layer_met2.png
(6 px per um)
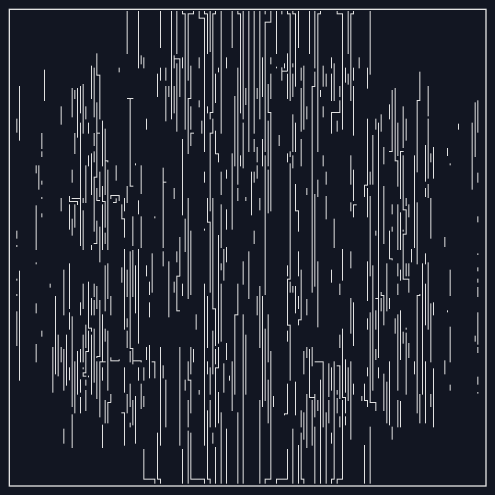
placement.png
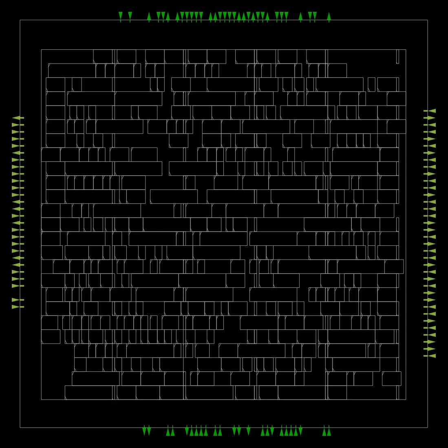
wires.png
(3 px per um) Two of the layers only.
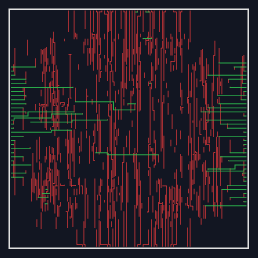
io_placement.png
(6 px per um) Pins as bars across the die edge, other pins in gray.
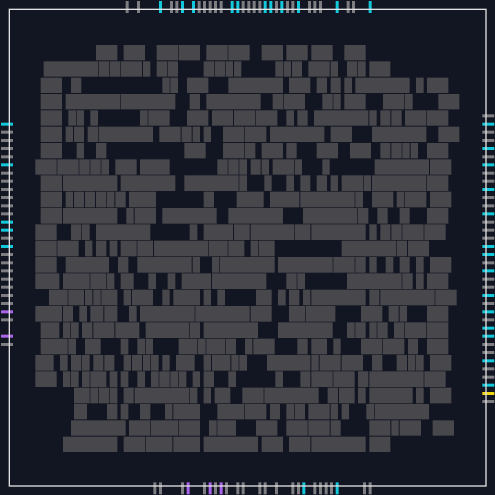
==> config.mk <==
export PLATFORM = sky130hd
export DESIGN_NAME = wb_port_arbiter
export DESIGN_NICKNAME = d
export VERILOG_FILES = /design/src/rtl/wb_port_arbiter_pkg.sv /design/src/rtl/wb_port_arbiter_mux.sv /design/src/rtl/wb_port_arbiter.sv
export SDC_FILE = /design/constraint.sdc
export NUM_CORES = 1
export LEC_CHECK = 0
export ABC_AREA = 1
export ABC_CLOCK_PERIOD_IN_PS = 1630
export CORE_MARGIN = 4
export CORE_UTILIZATION = 41
export DETAILED_ROUTE_END_ITERATION = 12
export PLACE_DENSITY = 0.84
export SLEW_MARGIN = 20
export SYNTH_ARGS = -nofsm -noshare
export SYNTH_HDL_FRONTEND = slang
export SYNTH_SLANG_ARGS = --single-unit
==> constraint.sdc <==
create_clock -name clk -period 1.63 [get_ports clk]
set_input_delay 0.2445 -clock clk [delete_from_list [all_inputs] [get_ports clk]]
set_output_delay 0.2445 -clock clk [all_outputs]
set_load 0.03 [all_outputs]
==> out/qor.yml <==
status: "complete, no violations"
synth_area_um2: 2080
worstPathCellList: "clkdlybuf4s50_1"
worst_skew_pair.late_latency_ns: 0.29
power_w: 0.00283
n_antenna_cell: 0
fp_util_pct: 43.1
min_period_over_period_pct: 97.2
final_cell_mix: "clkdlybuf4s50_1 (101), a21oi_1 (64), nand2_1 (54)"
ys_types: 19
buffer_area_share_pct: 39.7
fin_nets: 473
gp_congestion: 0.805
n_clock_buffer: 7
sw_frac_of_total_pct: 31.4
dp_hpwl_um: 4820
layout.area.seq_um2: 1080
fmax_ghz: 0.631
ys_chip_area_um2: 2080
pg_clk_w: 0.000648
async_reset_ff_share_pct: 100
ctsResizeCount: 7
met1_length_um: 2630
yosysWarnings: 0
path_depth: 1
ys_top_logic_family: "simple AND/OR/NAND/NOR gates"
ff_type: "dfrtp_1"
warning_count: 26
lay_top_count: "clkdlybuf4s50_1"
cts_setup_buffers: 1
seqPwrFrac_pct: 43.3
min_path_type: "in -> reg"
logic_area_um2: 865
crit_path_end_kind: "output pin"
synth-xor-area-share_pct: 1.26
cts_made_buffers: 5
cts_htree_levels: 2
yosys_cells: 261
slowest_delay_ns: 0.69
logic_gate_count: 189
hold_viol_final: 0
skew_ns: 0.00799
grt_pass1_vias: 2275
slew_headroom_pct: 76.3
dieArea_um2: 6270
layout_setup_ws_ns: 0.0450
path_class: "reg -> out"
dr.pass1.iters: 5
layout.non_clock_inverters: 15
edf_count: 0
common_cells: "a21oi_1 (64), nand2_1 (54), nor2_1 (45)"
worstPathMaxFanout: 2
yosysTopAreaCell: "dfrtp_1"
p_seq_w: 0.00122
synth_seq_share_pct: 51.8
fin_tns_setup_ns: 0
arrival_ns: 1.34
n_all_buffers: 140
cts.sinks: 43
r2r_setup_slack_ns: 0.34
top_power_group: "registers"
ys_sh_adder_pct: 0.602
ant_nets: 0
drc_errors: 0
largest_register_ffs: 32
holdWs_ns: 0.334
dr_wl_met3_um: 464
synthAoiAreaFrac_pct: 17.9
crit_slowest_cell: "clkdlybuf4s50_1"
rsz0062_at_grt: "false"
drive_above_1_share_pct: 10.9
drtIter0Drc: 99
finalMaxSlewViolations: 0
placed_area_um2: 3450
start_kind: "register"
placed_cells: 452
fin_util_pct: 74.5
power_frac_clock_pct: 22.9
ys_sh_mux_pct: 0
globalRouteOverflowTotal: 0
comb-power_w: 0.000954
vias_per_cell: 4.80
cts-root-buf: "clkbuf_8"
busiest_layer: "met2"
fin_crit_ns: 1.58
area_growth_pct: 72.6
path_buffers: 1
largest_cell_class: "non-clock buffers"
p_int_w: 0.00194
io_pins: 119
p_per_area_nw_per_um2: 788
rows: 25
yosysMostFrequentCell: "a21oi_1"
cap_viol_max_count: 0
ys_ff: 43
grt_max_degree: 44
simple_gate_area_share_pct: 21.3
clk_share_pct: 2.27
fillers: 394
critPathTopFamily: "buffers and inverters"
use_met3_pct: 5.67
grt_use_met1_pct: 23.2
## Picture notes: layer_met2.png
- nets with wire on the layer: 390
- share of all routed wire: 50%
- longest straight run: 39.1 um
- main direction: vertical
- wire length on this layer: 3160 um
routed wire length: 6350 um
met2 Use GR: 36.4%

## Picture notes: placement.png
fin cells: 462
n_taps: 67
Seq area share: 30.0%
core box area: 4820 um2
Seq cells: 43

## Picture notes: wires.png
- red: metal 2 (wire length 3160 um)
- green: metal 3 (wire length 464 um)
Avg WL per Cell: 13.7 um
Total GRT Usage: 20.0%

## Picture notes: io_placement.png
- purple: `b_addr` (pins 5; direction input; edge 3 bottom, 2 left)
- cyan: `wr_data` (pins 32; direction output; edge 14 right, 11 top, 5 left, 2 bottom)
- yellow: `mux_sel` (pins 1; direction output; edge right)
- all pins by edge: 36 right, 32 top, 27 left, 24 bottom
Die W: 79.2 um
die height: 79.2 um
Port Buffers: 118

